Figure 1. PDN straps and rails.
Bar = 20 um. Pins as bars on the die edge. Tap cells in grey.
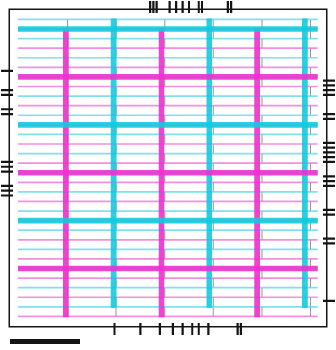
Figure 2. Placed cells, one colour a class.
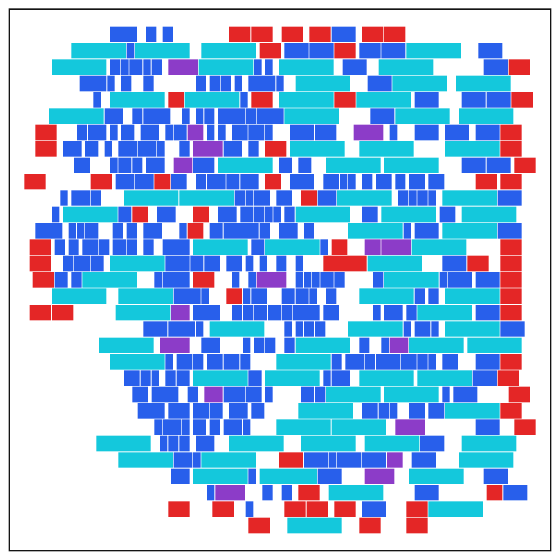
Figure 3. Clock distribution.
Bar = 20 um.
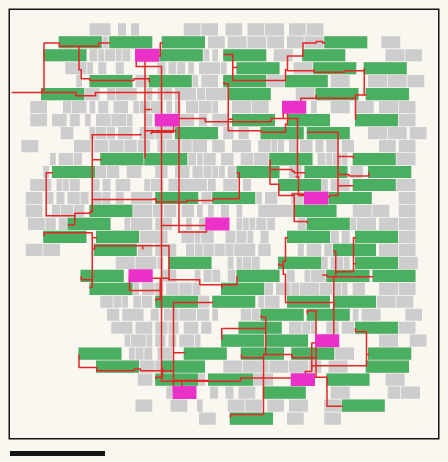
Figure 4. Signal wires by layer.
Bar = 20 um. Only two layers are drawn.
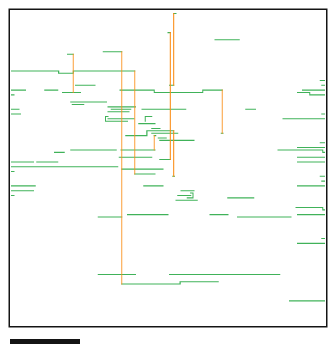
===== config.mk =====
export PLATFORM = sky130hd
export DESIGN_NAME = p09_spi_level_tx
export DESIGN_NICKNAME = d
export VERILOG_FILES = /design/src/rtl/p09_spi_level_tx.sv
export SDC_FILE = /design/constraint.sdc
export NUM_CORES = 1
export LEC_CHECK = 0
export ABC_CLOCK_PERIOD_IN_PS = 3100
export CAP_MARGIN = 20
export CORE_MARGIN = 2
export CORE_UTILIZATION = 56
export CTS_BUF_LIST = sky130_fd_sc_hd__clkbuf_4 sky130_fd_sc_hd__clkbuf_8 sky130_fd_sc_hd__clkbuf_16
export CTS_CLUSTER_DIAMETER = 200
export DETAILED_ROUTE_END_ITERATION = 7
export PLACE_DENSITY = 0.9
export SLEW_MARGIN = 25
export SYNTH_ARGS = -nofsm -noshare
export SYNTH_HDL_FRONTEND = slang
export SYNTH_SLANG_ARGS = --single-unit

===== constraint.sdc =====
create_clock -name clk -period 3.1 [get_ports clk]
set_input_delay 0.93 -clock clk [delete_from_list [all_inputs] [get_ports clk]]
set_output_delay 0.93 -clock clk [all_outputs]
set_load 0.01 [all_outputs]

===== src/rtl/p09_spi_level_tx.sv =====
`default_nettype none
// ============================================================================
//  Module   : p09_spi_level_tx
//  Purpose  : SPI mode-0 frame transmitter. Each accepted request becomes one
//             chip-select-framed burst of 16-bit MSB-first words: a command
//             word {14'b0, cmd_type}, followed by either ctrl_word (CONTROL)
//             or line_count 13-bit lines fetched through a one-deep prefetch
//             (DATA). TERMINATE sends the command word only.
//  Ports    : clk, nRst (async, active-low)
//             cmd_valid/cmd_ready handshake; cmd_type, line_count, ctrl_word
//             line_req/line_idx fetch strobe, line_data returned 1 cycle later
//             spi_cs_n, spi_sck, spi_mosi SPI master outputs
//             busy (acceptance .. done inclusive), done (1-cycle end pulse)
//  Revision : 1.0  initial release
// ============================================================================
module p09_spi_level_tx #(
    parameter int CLK_DIV = 2
) (
    input  logic        clk,
    input  logic        nRst,
    input  logic        cmd_valid,
    output logic        cmd_ready,
    input  logic [1:0]  cmd_type,
    input  logic [4:0]  line_count,
    input  logic [15:0] ctrl_word,
    output logic        line_req,
    output logic [4:0]  line_idx,
    input  logic [12:0] line_data,
    output logic        spi_cs_n,
    output logic        spi_sck,
    output logic        spi_mosi,
    output logic        busy,
    output logic        done
);

    localparam logic [7:0] DIV_LAST = 8'(CLK_DIV - 1);

    typedef enum logic [1:0] {
        IDLE  = 2'd0,
        SHIFT = 2'd1,
        TAIL  = 2'd2
    } state_t;

    state_t      state;
    state_t      state_next;

    logic [15:0] shreg;
    logic [3:0]  bit_cnt;
    logic [7:0]  div_cnt;
    logic        sck_q;
    logic        cs_n_q;
    logic        done_q;
    logic        req_q;
    logic        req_d;
    logic [4:0]  idx_q;
    logic [12:0] prefetch;
    logic [5:0]  words_left;   // words still to load after the current one
    logic [4:0]  req_left;     // line fetches still to issue
    logic        is_ctrl;
    logic [15:0] ctrl_q;

    logic        accept;
    logic        phase_end;
    logic        word_end;
    logic [15:0] next_word;

    assign cmd_ready = nRst && (state == IDLE);
    assign accept    = cmd_valid && cmd_ready;
    assign phase_end = (div_cnt == DIV_LAST);
    assign word_end  = (state == SHIFT) && sck_q && phase_end && (bit_cnt == 4'd15);
    assign next_word = is_ctrl ? ctrl_q : {3'b000, prefetch};

    assign spi_cs_n  = cs_n_q;
    assign spi_sck   = sck_q;
    assign spi_mosi  = shreg[15];
    assign line_req  = req_q;
    assign line_idx  = idx_q;
    assign done      = done_q;
    // The done cycle is still part of TAIL, so a new request can never be
    // accepted while done is high and busy covers the done pulse.
    assign busy      = (state != IDLE);

    always_comb begin
        state_next = state;
        case (state)
            IDLE:    if (accept) state_next = SHIFT;
            SHIFT:   if (word_end && (words_left == 6'd0)) state_next = TAIL;
            TAIL:    if (done_q) state_next = IDLE;
            default: state_next = IDLE;
        endcase
    end

    always_ff @(posedge clk or negedge nRst) begin
        if (!nRst) begin
            state <= IDLE;
        end else begin
            state <= state_next;
        end
    end

    always_ff @(posedge clk or negedge nRst) begin
        if (!nRst) begin
            shreg      <= 16'h0000;
            bit_cnt    <= 4'd0;
            div_cnt    <= 8'd0;
            sck_q      <= 1'b0;
            cs_n_q     <= 1'b1;
            done_q     <= 1'b0;
            req_q      <= 1'b0;
            req_d      <= 1'b0;
            idx_q      <= 5'd0;
            prefetch   <= 13'h0000;
            words_left <= 6'd0;
            req_left   <= 5'd0;
            is_ctrl    <= 1'b0;
            ctrl_q     <= 16'h0000;
        end else begin
            req_q  <= 1'b0;
            done_q <= 1'b0;
            req_d  <= req_q;
            // The fetched line arrives exactly one cycle after the strobe.
            if (req_d) begin
                prefetch <= line_data;
            end

            case (state)
                IDLE: begin
                    div_cnt <= 8'd0;
                    bit_cnt <= 4'd0;
                    sck_q   <= 1'b0;
                    if (accept) begin
                        shreg   <= {14'b0, cmd_type};
                        cs_n_q  <= 1'b0;
                        is_ctrl <= (cmd_type == 2'd2);
                        ctrl_q  <= ctrl_word;
                        case (cmd_type)
                            2'd1:    words_left <= {1'b0, line_count};
                            2'd2:    words_left <= 6'd1;
                            default: words_left <= 6'd0;
                        endcase
                        // Word 0 is loaded now; prefetch line 0 if it follows.
                        if ((cmd_type == 2'd1) && (line_count != 5'd0)) begin
                            req_q    <= 1'b1;
                            idx_q    <= 5'd0;
                            req_left <= line_count - 5'd1;
                        end else begin
                            req_left <= 5'd0;
                        end
                    end
                end

                SHIFT: begin
                    if (phase_end) begin
                        div_cnt <= 8'd0;
                        sck_q   <= ~sck_q;
                        // MOSI only moves when a high phase ends, i.e. at the
                        // start of the following low phase.
                        if (sck_q) begin
                            if (bit_cnt == 4'd15) begin
                                bit_cnt <= 4'd0;
                                if (words_left == 6'd0) begin
                                    shreg <= 16'h0000;
                                end else begin
                                    shreg      <= next_word;
                                    words_left <= words_left - 6'd1;
                                    if (req_left != 5'd0) begin
                                        req_q    <= 1'b1;
                                        idx_q    <= idx_q + 5'd1;
                                        req_left <= req_left - 5'd1;
                                    end
                                end
                            end else begin
                                shreg   <= {shreg[14:0], 1'b0};
                                bit_cnt <= bit_cnt + 4'd1;
                            end
                        end
                    end else begin
                        div_cnt <= div_cnt + 8'd1;
                    end
                end

                TAIL: begin
                    if (!done_q) begin
                        if (phase_end) begin
                            div_cnt <= 8'd0;
                            cs_n_q  <= 1'b1;
                            done_q  <= 1'b1;
                        end else begin
                            div_cnt <= div_cnt + 8'd1;
                        end
                    end
                end

                default: begin
                    cs_n_q <= 1'b1;
                    sck_q  <= 1'b0;
                end
            endcase
        end
    end

endmodule
`default_nettype wire


==> run notes <==
The following summarizes the physical implementation.

Run status
The flow ran to the end, and the final reports show no timing, DRC or antenna violations.

Place
The number of placed instances, taps included, is 532. The buffer_ports step reported a buffer count of 50. After legalization and detailed placement, the total HPWL measured 6.358 mm.

Setup path
The endpoint identified for the worst register-to-register timing path is req_left[2]. STA classifies the critical path endpoint as a primary output. The critical path class is flop to primary output.

The most critical setup path has its endpoint at cmd_ready. The worst-case register-to-register setup slack is 0.56 ns.

Routing
Summed over all nets, wire length on met2 after detailed routing comes to 4.557 mm. The DRC violation count after routing is 0.

Global route
The global-route track usage on met2 is 40.34%. The highest-utilization routing layer at the global route stage is met2. met3 track demand over resource after global routing is 6.287%. The met1 usage is 27.98%. The maximum number of pins on one net before global-route repair is 82.

Logic synthesis
The count of mapped cells out of synthesis is 392. In the post-synthesis netlist, the biggest area contributors are sky130_fd_sc_hd__dfrtp_1 (49%), sky130_fd_sc_hd__mux2_2 (12%), sky130_fd_sc_hd__ha_1 (4.6%), sky130_fd_sc_hd__nand2_1 (3.5%), sky130_fd_sc_hd__o21ai_0 (3.4%). The number of nets in the synthesized netlist is 446. The gate-level netlist out of Yosys references 49 unique cell types.

Before any placement, the netlist area is recorded as 0.004115 mm^2. The area share of and/or/nand/nor cells after synthesis is 13.38%. The tally of yosys warning messages is 0.

The post-synthesis sequential area ratio is 49.29%.

Final timing
Summed over all failing endpoints, the final setup total negative slack is 0 ns. The final max-slew violation count recorded for this run is 0. The top achievable clock speed is 0.3603 GHz. Setup repair after global routing left no endpoint under its margin. The worst-case headroom to the max-slew limit is 50.61%. The final number of hold-violating endpoints is 0.

Hold path
The start point of the worst min-delay path is line_req. The worst-case hold path end point is req_d.

Finish
The layout cell share with drive strength beyond 1 is 16.93%. The sequential cell area is 0.002028 mm^2. Ranking logic cells in the layout by count gives the top entries sky130_fd_sc_hd__dfrtp_1 (80), sky130_fd_sc_hd__clkdlybuf4s50_1 (49), sky130_fd_sc_hd__mux2_2 (44). Counting the clock-network buffers in the layout gives 10. The final standard cell count with taps included and fillers excluded is 548. The count of nets after finishing is 498.

0 antenna diodes ended up in the layout. The final design utilization is 68.82%.

Power and ir drop
The leakage power summed over all cells is 2.093 nW.

Die
Pin placement for this block handled 51 I/O pins. The floorplan has 31 rows. Per the OpenROAD floorplan log, the area of the die is 0.008051 mm^2.

Clocking
The number of buffers on the longest clock path is 2. The number of clock buffers added by TritonCTS is 9. In this run the clock root is driven by a sky130_fd_sc_hd__clkbuf_8.

CTS built an H-tree with a depth of 3. For reference, the clock transition at the flip-flops on the worst setup and hold paths is 0.09 ns.

Job
The logs give a warning total of 33.
-- Figure 1 (at the start) --
- VSS: magenta
- VDD: cyan
- tap cells: 99
- met4 straps: 6
- signal pins: 51
- met5 straps: 6

-- Figure 2 (at the start) --
- clock drivers and dummy loads: purple (cells 16)
- registers: cyan (cells 81)
- remaining logic cells: blue (cells 291)
- remaining buffers and delay cells: red (cells 61)

-- Figure 3 (at the start) --
- flip-flops: green (count 81)
- clock-net drivers: magenta (count 9)
- clock wires: red (length 960 um)
- routed clock nets: 10
- flops lie: widely spread

-- Figure 4 (at the start) --
- M4: orange (wire length 192 um)
- M3: green (wire length 577 um)

-- report_power, final --
group / switching (W) / internal (W)
logic: 0.00102 / 0.000903
clock network: 0.000411 / 0.000308
registers: 0.000308 / 0.00142
total: 0.00174 / 0.00264
-- worst max-delay path, cell delays in order, from the launching register on --
cell	delay (ns)
sky130_fd_sc_hd__dfrtp_1	0.40
sky130_fd_sc_hd__inv_1	0.13
sky130_fd_sc_hd__ha_1	0.18
sky130_fd_sc_hd__and2_1	0.21
sky130_fd_sc_hd__clkdlybuf4s50_1	0.56
-- sequential cells by signal, indices dropped and copies added (netlist names) --
name	cells
prefetch	13
done	1
spi_cs_n	1
bit_cnt	4
is_ctrl	1
line_req	1
spi_sck	1
div_cnt	8
req_d	1
ctrl_q	16
words_left	6
line_idx	5
state	2
shreg	16
req_left	5
-- synth_stat cells (6+ instances only) --
| master | number |
|---|---|
| sky130_fd_sc_hd__dfrtp_1 | 80 |
| sky130_fd_sc_hd__o21ai_0 | 28 |
| sky130_fd_sc_hd__ha_1 | 15 |
| sky130_fd_sc_hd__mux2_2 | 44 |
| sky130_fd_sc_hd__o31ai_1 | 6 |
| sky130_fd_sc_hd__nand3_1 | 16 |
| sky130_fd_sc_hd__inv_1 | 17 |
| sky130_fd_sc_hd__nand2_1 | 38 |
| sky130_fd_sc_hd__nor3_1 | 11 |
| sky130_fd_sc_hd__clkbuf_1 | 14 |
| sky130_fd_sc_hd__nor2_1 | 17 |
| sky130_fd_sc_hd__a22oi_1 | 12 |
| sky130_fd_sc_hd__a21oi_1 | 11 |
Power is estimated from default activity; no workload was simulated.
